Figure 1. Cell area per tile (run 1).
Drawn at 3 px/µm. The die is cut into 11 by 11 equal tiles; white is low, dark blue is high, 0 to 100% covered.
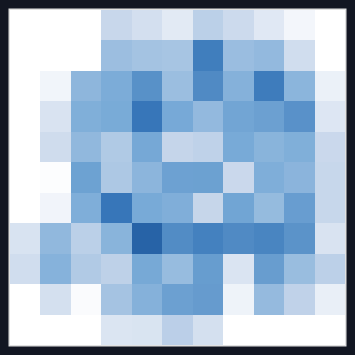
Figure 2. Met1 routing (run 1).
Drawn at 2 px/µm. Supply wires on this layer in grey.
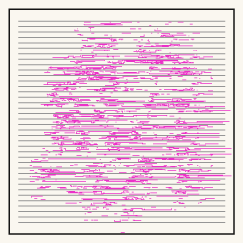
Figure 3. Met3 routing (run 1).
Drawn at 4 px/µm.
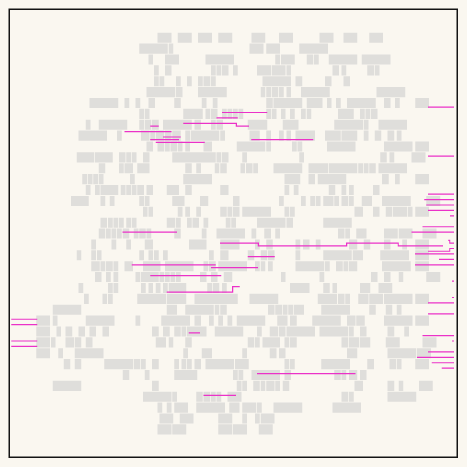
==> src/rtl/unsigned_divider_16by8_seq.sv <==
// Sequential 16-by-8 unsigned restoring divider: one quotient bit per cycle, MSB first,
// with valid/ready handshakes on both sides and a single-cycle divide-by-zero path.
module unsigned_divider_16by8_seq (
    input  logic        clk,
    input  logic        rst,
    input  logic        in_valid,
    output logic        in_ready,
    input  logic [15:0] z,
    input  logic [7:0]  y,
    output logic        out_valid,
    input  logic        out_ready,
    output logic [15:0] q,
    output logic [7:0]  r,
    output logic        div_zero
);

    typedef enum logic [1:0] {
        IDLE = 2'd0,
        BUSY = 2'd1,
        DONE = 2'd2
    } state_t;

    state_t      state_q, state_d;
    logic [3:0]  cnt_q, cnt_d;
    logic [15:0] dvd_q, dvd_d;
    logic [7:0]  dvs_q, dvs_d;
    logic [7:0]  prem_q, prem_d;
    logic [15:0] quot_q, quot_d;
    logic [7:0]  rem_q, rem_d;
    logic        dz_q, dz_d;

    logic        in_hs;
    logic        out_hs;
    logic [8:0]  step;

    // One restoring step: returns {quotient bit, new partial remainder}.
    // The remainder after a step is always below the divisor, so 8 bits hold it.
    function automatic logic [8:0] div_step(input logic [7:0] prem,
                                            input logic       nbit,
                                            input logic [7:0] dvs);
        logic [8:0] sh;
        sh = {prem, nbit};
        if (sh >= {1'b0, dvs}) begin
            return {1'b1, sh[7:0] - dvs};
        end
        return {1'b0, sh[7:0]};
    endfunction

    assign in_hs  = in_valid & in_ready;
    assign out_hs = out_valid & out_ready;
    assign step   = div_step(prem_q, dvd_q[15], dvs_q);

    always_ff @(posedge clk) begin
        if (rst) begin
            state_q <= IDLE;
        end else begin
            state_q <= state_d;
        end
    end

    always_comb begin
        state_d = state_q;
        case (state_q)
            IDLE: begin
                if (in_hs) begin
                    state_d = (y == 8'd0) ? DONE : BUSY;
                end
            end
            BUSY: begin
                if (cnt_q == 4'd15) begin
                    state_d = DONE;
                end
            end
            DONE: begin
                if (out_hs) begin
                    state_d = IDLE;
                end
            end
            default: state_d = IDLE;
        endcase
    end

    always_comb begin
        in_ready  = (state_q == IDLE);
        out_valid = (state_q == DONE);
    end

    always_ff @(posedge clk) begin
        if (rst) begin
            cnt_q  <= 4'd0;
            dvd_q  <= 16'd0;
            dvs_q  <= 8'd0;
            prem_q <= 8'd0;
            quot_q <= 16'd0;
            rem_q  <= 8'd0;
            dz_q   <= 1'b0;
        end else begin
            cnt_q  <= cnt_d;
            dvd_q  <= dvd_d;
            dvs_q  <= dvs_d;
            prem_q <= prem_d;
            quot_q <= quot_d;
            rem_q  <= rem_d;
            dz_q   <= dz_d;
        end
    end

    // Dividend register doubles as the quotient shift register during BUSY.
    always_comb begin
        cnt_d  = cnt_q;
        dvd_d  = dvd_q;
        dvs_d  = dvs_q;
        prem_d = prem_q;
        quot_d = quot_q;
        rem_d  = rem_q;
        dz_d   = dz_q;
        case (state_q)
            IDLE: begin
                if (in_hs) begin
                    cnt_d  = 4'd0;
                    dvd_d  = z;
                    dvs_d  = y;
                    prem_d = 8'd0;
                    if (y == 8'd0) begin
                        quot_d = 16'hFFFF;
                        rem_d  = z[7:0];
                        dz_d   = 1'b1;
                    end
                end
            end
            BUSY: begin
                cnt_d  = cnt_q + 4'd1;
                dvd_d  = {dvd_q[14:0], step[8]};
                prem_d = step[7:0];
                if (cnt_q == 4'd15) begin
                    quot_d = {dvd_q[14:0], step[8]};
                    rem_d  = step[7:0];
                    dz_d   = 1'b0;
                end
            end
            default: ;
        endcase
    end

    assign q        = quot_q;
    assign r        = rem_q;
    assign div_zero = dz_q;

endmodule

==> config.mk <==
export PLATFORM = sky130hd
export DESIGN_NAME = unsigned_divider_16by8_seq
export DESIGN_NICKNAME = d
export VERILOG_FILES = /design/src/rtl/unsigned_divider_16by8_seq.sv
export SDC_FILE = /design/constraint.sdc
export NUM_CORES = 1
export LEC_CHECK = 0
export ABC_AREA = 1
export ABC_CLOCK_PERIOD_IN_PS = 3260
export CORE_MARGIN = 4
export CORE_UTILIZATION = 30
export DETAILED_ROUTE_END_ITERATION = 7
export HOLD_SLACK_MARGIN = 0.05
export PLACE_DENSITY = 0.5
export SYNTH_ARGS = -nofsm -noshare
export SYNTH_HDL_FRONTEND = slang
export SYNTH_SLANG_ARGS = --single-unit
==> constraint.sdc <==
create_clock -name clk -period 3.26 [get_ports clk]
set_input_delay 0.652 -clock clk [delete_from_list [all_inputs] [get_ports clk]]
set_output_delay 0.652 -clock clk [all_outputs]
set_load 0.03 [all_outputs]
==> run notes, run 1 <==
- finished, final reports clean — result of the run
- false — RSZ-0062 raised after global routing
- sky130_fd_sc_hd__dfxtp_1 — largest area contributor in the netlist
- 0.391 — portion of the post-synthesis area used by sequential elements
- 0.00152 mm² — combinational gate area
- sky130_fd_sc_hd__dfxtp_1 39%, sky130_fd_sc_hd__inv_1 11%, sky130_fd_sc_hd__nand2_1 10% — Synth area leaders
- 422 µm — detailed route wirelength on metal3
- 0.00126 mm² — flip-flop and latch area
- multi-input combinational cells — largest cell class by area
- 2.64 ns — data arrival time of the critical path
- 1.16 ns — slew at the pin closest to its max-slew limit
- 0.226 — GR met2 Demand/Resource
- 10 — layout clock buffer count
- 136 — number of tapcells
- 0.178 — met1 GRT Util
- 0 — GRT Residual Overflow
- 0.723 — period utilization
- 1.85 nW — LEAKAGE
- 296 — multi-input gates
- 112 µm — Die H
- 6060 µm — half-perimeter wire length of the detailed placement result
- 59 — count of plain and timing-repair buffers
- 0 — DRC violation count after routing
- 9 — number of buffers inserted during clock tree synthesis
- 0 — count of cells resized by post-cts repair
About Figure 1:
0.80% of the tiles are over 75% full. The emptiest ninth of the die: top left. The fullest tile reaches 79%. The mean over all tiles is 32%. 18% of the tiles are nearly empty.

About Figure 2:
519 nets have wire on it. The layer holds 47% of the routed length.

About Figure 3:
The longest straight run is 24.4 µm. The layer carries 422 µm of wire. The wires run mostly horizontal.
met3 Usage GRT: 0.0364
drt total wl: 8420 µm

[run 1: kinds of logic after synthesis]
logic type / after synthesis / synth area share
XOR/XNOR: 3 / 0.00815
AND/OR/NAND/NOR: 187 / 0.250
adder cells (fa/ha/maj): 10 / 0.0411
AND-OR/OR-AND: 96 / 0.169
buffers and inverters: 117 / 0.140
flip-flops: 63 / 0.391
[run 1: placed cells by master, fill, tap and decap left out, drive strengths merged, types with 10 or more instances in the layout]
master,netlist,final
clkbuf,11,10
nand4,13,13
inv,94,94
nor2,40,40
nand3,37,37
nand2,87,87
a21oi,52,52
dfxtp,63,63
clkdlybuf4s50,0,54
o21ai,29,29
[run 1: through the flow]
stage	total power, mW	instance area, µm²	setup slack, ns	utilization	std cells
after global placement	3.03	3890	0.572	0.373	649
after global routing	4.07	4100	0.679	0.394	665
after CTS	3.79	4100	0.893	0.394	665
final	3.75	4100	0.902	0.394	665
after floorplan	2.47	3220	1.60	-	476
after detailed placement	3.03	3890	0.534	0.373	649
[run 1: state kept, by name (all words and copies together) (netlist names)]
| name | flops |
|---|---|
| r | 8 |
| prem_q | 8 |
| div_zero | 1 |
| dvd_q | 16 |
| cnt_q | 4 |
| dvs_q | 8 |
| state_q | 2 |
| q | 16 |
[run 1: final timing paths]
path                            startpoint     to  slack [ns]  cells after the start
worst max register to register  state_q[1]   r[6]        1.02                     11
worst max-delay path                  y[5]   r[6]        0.90                      9
worst min register to register       q[12]  q[12]        0.44                      2
worst min-delay path                 q[12]  q[12]        0.44                      2
[run 1: power breakdown]
group | leakage, nW | total (mW) | internal, mW | switching [mW]
Sequential | 0.517 | 1.12 | 0.985 | 0.132
Clock | 0.102 | 0.745 | 0.428 | 0.317
Combinational | 1.23 | 1.88 | 0.667 | 1.22
Total | 1.85 | 3.75 | 2.08 | 1.67
Figure 4. Clock wires, drivers and flops (run 1).
Drawn at 3 px/µm.
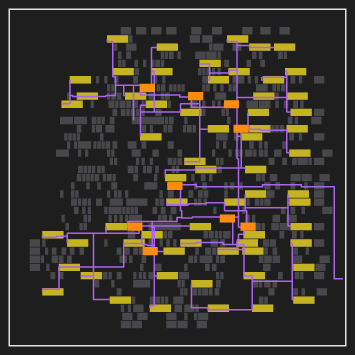

--- run 2 (diff from run 1) ---
Settings changed: ABC_CLOCK_PERIOD_IN_PS 3260 to 2400.
Clock period 3.26 ns to 2.4 ns, I/O delays scaled along.
Figure 5. Clock wires, drivers and flops (run 2).
Drawn at 3 px/µm.
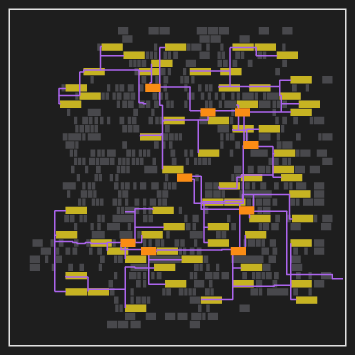
Key: purple = clock wires [length 914 µm]; yellow = flip-flops [count 63]; orange = clock-net drivers [count 9]
There are 10 routed clock nets. Position of the flops: spread over the die.

==> run notes, run 2 <==
- finished, final reports clean — result of the run
- sky130_fd_sc_hd__inv_1 — most common cell after layout, fill and taps aside
- 0 — DRC violation count after routing
- 6.77 µm² — Mean Syn Cell Area
- 0.0411 — adder-cell area share of the yosys netlist
- state_q[0] — CP startpoint
- -0.135 ns — setup slack after placement
- 0.00815 — post-synthesis share of cell area spent on xor and xnor gates
- 0.693 ns — slew at the pin closest to its max-slew limit
- 4.60 — via-per-instance ratio
- 318 µm — detailed route wirelength on metal3
- 6300 µm — half-perimeter wire length of the detailed placement result
- 0 — GRT Residual Overflow
- 0.250 — post-synthesis share of cell area spent on and, or, nand and nor gates
- 63 — total of flip-flops plus latches after synthesis
- met2 — highest-utilization routing layer at the global route stage
- 0.0712 — proportion of layout cells with a drive suffix above 1
- 0.0104 mm² — Core Area
- built — clock tree from TritonCTS
- 1.90 nW — LEAKAGE
- 0.141 ns — minimum setup slack in the final design
- 0.0375 — met3 Usage GRT
- 93 x sky130_fd_sc_hd__inv_1, 86 x sky130_fd_sc_hd__nand2_1, 63 x sky130_fd_sc_hd__dfxtp_1 — commonest non-fill, non-tap cells in the layout
- flop — kind of launch point of the worst setup path
- 0.143 — overall fraction of global-route tracks in use
- 112 µm — Die H
- 0.188 — met1 GRT Util
- state_q[0] — worst reg2reg startpoint
- sky130_fd_sc_hd__inv_1 — most popular library cell in the synthesized design by count
- 0 — antenna-violating nets left
- 0.391 — Top-area cell share
- 0 — mux frac, synth
- 0.391 — portion of the post-synthesis area used by sequential elements
- 0.169 — AND-OR/OR-AND Cells, Area Fraction
- 0.941 — period utilization
- 9 — number of buffers inserted during clock tree synthesis
- sky130_fd_sc_hd__clkbuf_8 — clock root buffer
- true — RSZ-0062 raised after global routing
- 2.63 ns — Required @ worst endpoint
- 8890 µm — drt total wl
- q[12] — Hold Startpoint
- 2.49 ns — data arrival time of the critical path
- flop — element type at the critical path end
- 17 — peak fanout along the critical path
- 0.235 — GR met2 Demand/Resource
- sky130_fd_sc_hd__dfxtp_1 39%, sky130_fd_sc_hd__inv_1 11%, sky130_fd_sc_hd__nand2_1 10% — Synth area leaders
==> run 2: critical path, stage by stage, from the launching register on <==
cell	delay, ns
sky130_fd_sc_hd__dfxtp_1	0.45
sky130_fd_sc_hd__nand2_2	0.15
sky130_fd_sc_hd__inv_2	0.11
sky130_fd_sc_hd__nor2_1	0.45
sky130_fd_sc_hd__clkinv_1	0.58
sky130_fd_sc_hd__o2111a_1	0.42
==> run 2: power breakdown <==
part	total (mW)	internal (mW)	switching [mW]
Sequential	1.53	1.34	0.187
Clock	1.13	0.715	0.419
Combinational	2.65	0.960	1.69
==> run 2: final timing paths <==
path	end	slack (ns)	cells past startpoint
max reg2reg	dvd_q[2]	0.14	5
min reg2reg	q[12]	0.44	2
min	q[12]	0.44	2
max	dvd_q[2]	0.14	5
==> run 2: per-stage QoR <==
stage,cells,total power [mW],hold slack [ns],cell area (µm²),util
6_report,670,5.31,0.444,4190,0.403
5_1_grt,670,5.77,0.467,4190,0.403
4_1_cts,669,5.32,0.448,4180,0.401
3_5_place_dp,653,4.17,0.436,3930,0.377
3_3_place_gp,653,4.15,0.433,3930,0.377
2_1_floorplan,476,3.36,0.430,3220,-
==> run 2: what timing repair did <==
action / CTS / global route
resized: 0 / 1
endpoints found under the setup margin: 0 / 2
hold buffers: 0 / 0
==> run 2: cell type report <==
| class | instances | area [µm²] | share of cell area |
|---|---|---|---|
| repair buffers | 63 | 621 | 0.148 |
| clock buffers | 10 | 138 | 0.0328 |
| clock inverters | 6 | 108 | 0.0257 |
| well taps | 136 | 170 | 0.0406 |
| multi-input cells | 297 | 1540 | 0.367 |
| flip-flops and latches | 63 | 1260 | 0.301 |
| inverters | 95 | 357 | 0.0850 |
Figure 6. Met1 routing (run 2).
Drawn at 2 px/µm. Supply wires on this layer in grey.
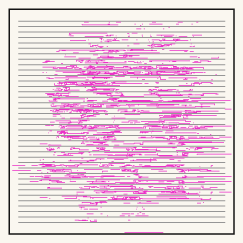

--- run 3 (diff from run 2) ---
Settings changed: SKIP_CTS_REPAIR_TIMING set to 1, SLEW_MARGIN set to 20.
Figure 7. Met1 routing (run 3).
Drawn at 2 px/µm. Supply wires on this layer in grey.
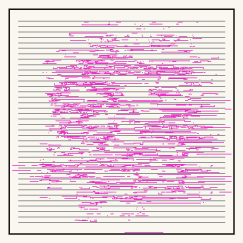
The wires run mostly horizontal. The layer holds 50% of the routed length. The longest straight run is 34.5 µm.

==> run notes, run 3 <==
- finished, final reports clean — result of the run
- 63 — total of flip-flops plus latches after synthesis
- sky130_fd_sc_hd__inv_1 — most popular library cell in the synthesized design by count
- 1.91 nW — LEAKAGE
- 0 — antenna-violating nets left
- 0.0375 — met3 Usage GRT
- 112 µm — Die H
- 0.215 ns — minimum setup slack in the final design
- 0.00126 mm² — flip-flop and latch area
- 17 — peak fanout along the critical path
- 6.77 µm² — Mean Syn Cell Area
- 0.00393 mm² — Placed Instance Area
- built — clock tree from TritonCTS
- sky130_fd_sc_hd__clkinv_1 — slowest stage cell, crit path
- 0.0411 — adder-cell area share of the yosys netlist
- flop — element type at the critical path end
- 5.31 mW — power after layout
- 3 — WP buf/inv
- 0.0104 mm² — Core Area
- input port — kind of launch point of the worst setup path
- 0.00152 mm² — combinational gate area
[run 3: logic make-up after synthesis]
logic type / count (synthesis)
buffers and inverters: 117
AND-OR/OR-AND: 96
adder cells (fa/ha/maj): 10
AND/OR/NAND/NOR: 187
XOR/XNOR: 3
flip-flops: 63
[run 3: final timing paths]
kind | from | end | slack, ns | cells after the start
hold / removal | q[12] | q[12] | 0.44 | 2
setup / recovery | in_valid | dvd_q[4] | 0.22 | 6
hold reg to reg | q[12] | q[12] | 0.44 | 2
setup reg to reg | state_q[1] | dvd_q[4] | 0.23 | 6
[run 3: layout make-up]
| cell class | count | share of cell area |
|---|---|---|
| multi-input cells | 296 | 0.362 |
| clock buffers | 10 | 0.0327 |
| clock inverters | 6 | 0.0256 |
| flip-flops and latches | 63 | 0.300 |
| inverters | 95 | 0.0848 |
| well taps | 136 | 0.0405 |
| repair buffers | 64 | 0.154 |
[run 3: layer usage]
metal | part of all wire | wire, µm
met5 | 0 | 0
met4 | 0.010 | 90
met3 | 0.038 | 330
met2 | 0.45 | 3900
met1 | 0.50 | 4300
[run 3: worst reg2reg max path: stages (launching register included)]
cell and delay (ns):
sky130_fd_sc_hd__dfxtp_1 0.39, sky130_fd_sc_hd__inv_1 0.08, sky130_fd_sc_hd__nand2_2 0.07, sky130_fd_sc_hd__inv_2 0.10, sky130_fd_sc_hd__nor2_1 0.44, sky130_fd_sc_hd__clkinv_1 0.57
sky130_fd_sc_hd__o2111a_1 0.42
[run 3: power by group]
part,total (mW),switching [mW],internal [mW]
logic,2.66,1.68,0.982
registers,1.52,0.181,1.34
clock network,1.14,0.421,0.715
total,5.31,2.28,3.03
No activity file was given, so power comes from the tool's default toggle rates.
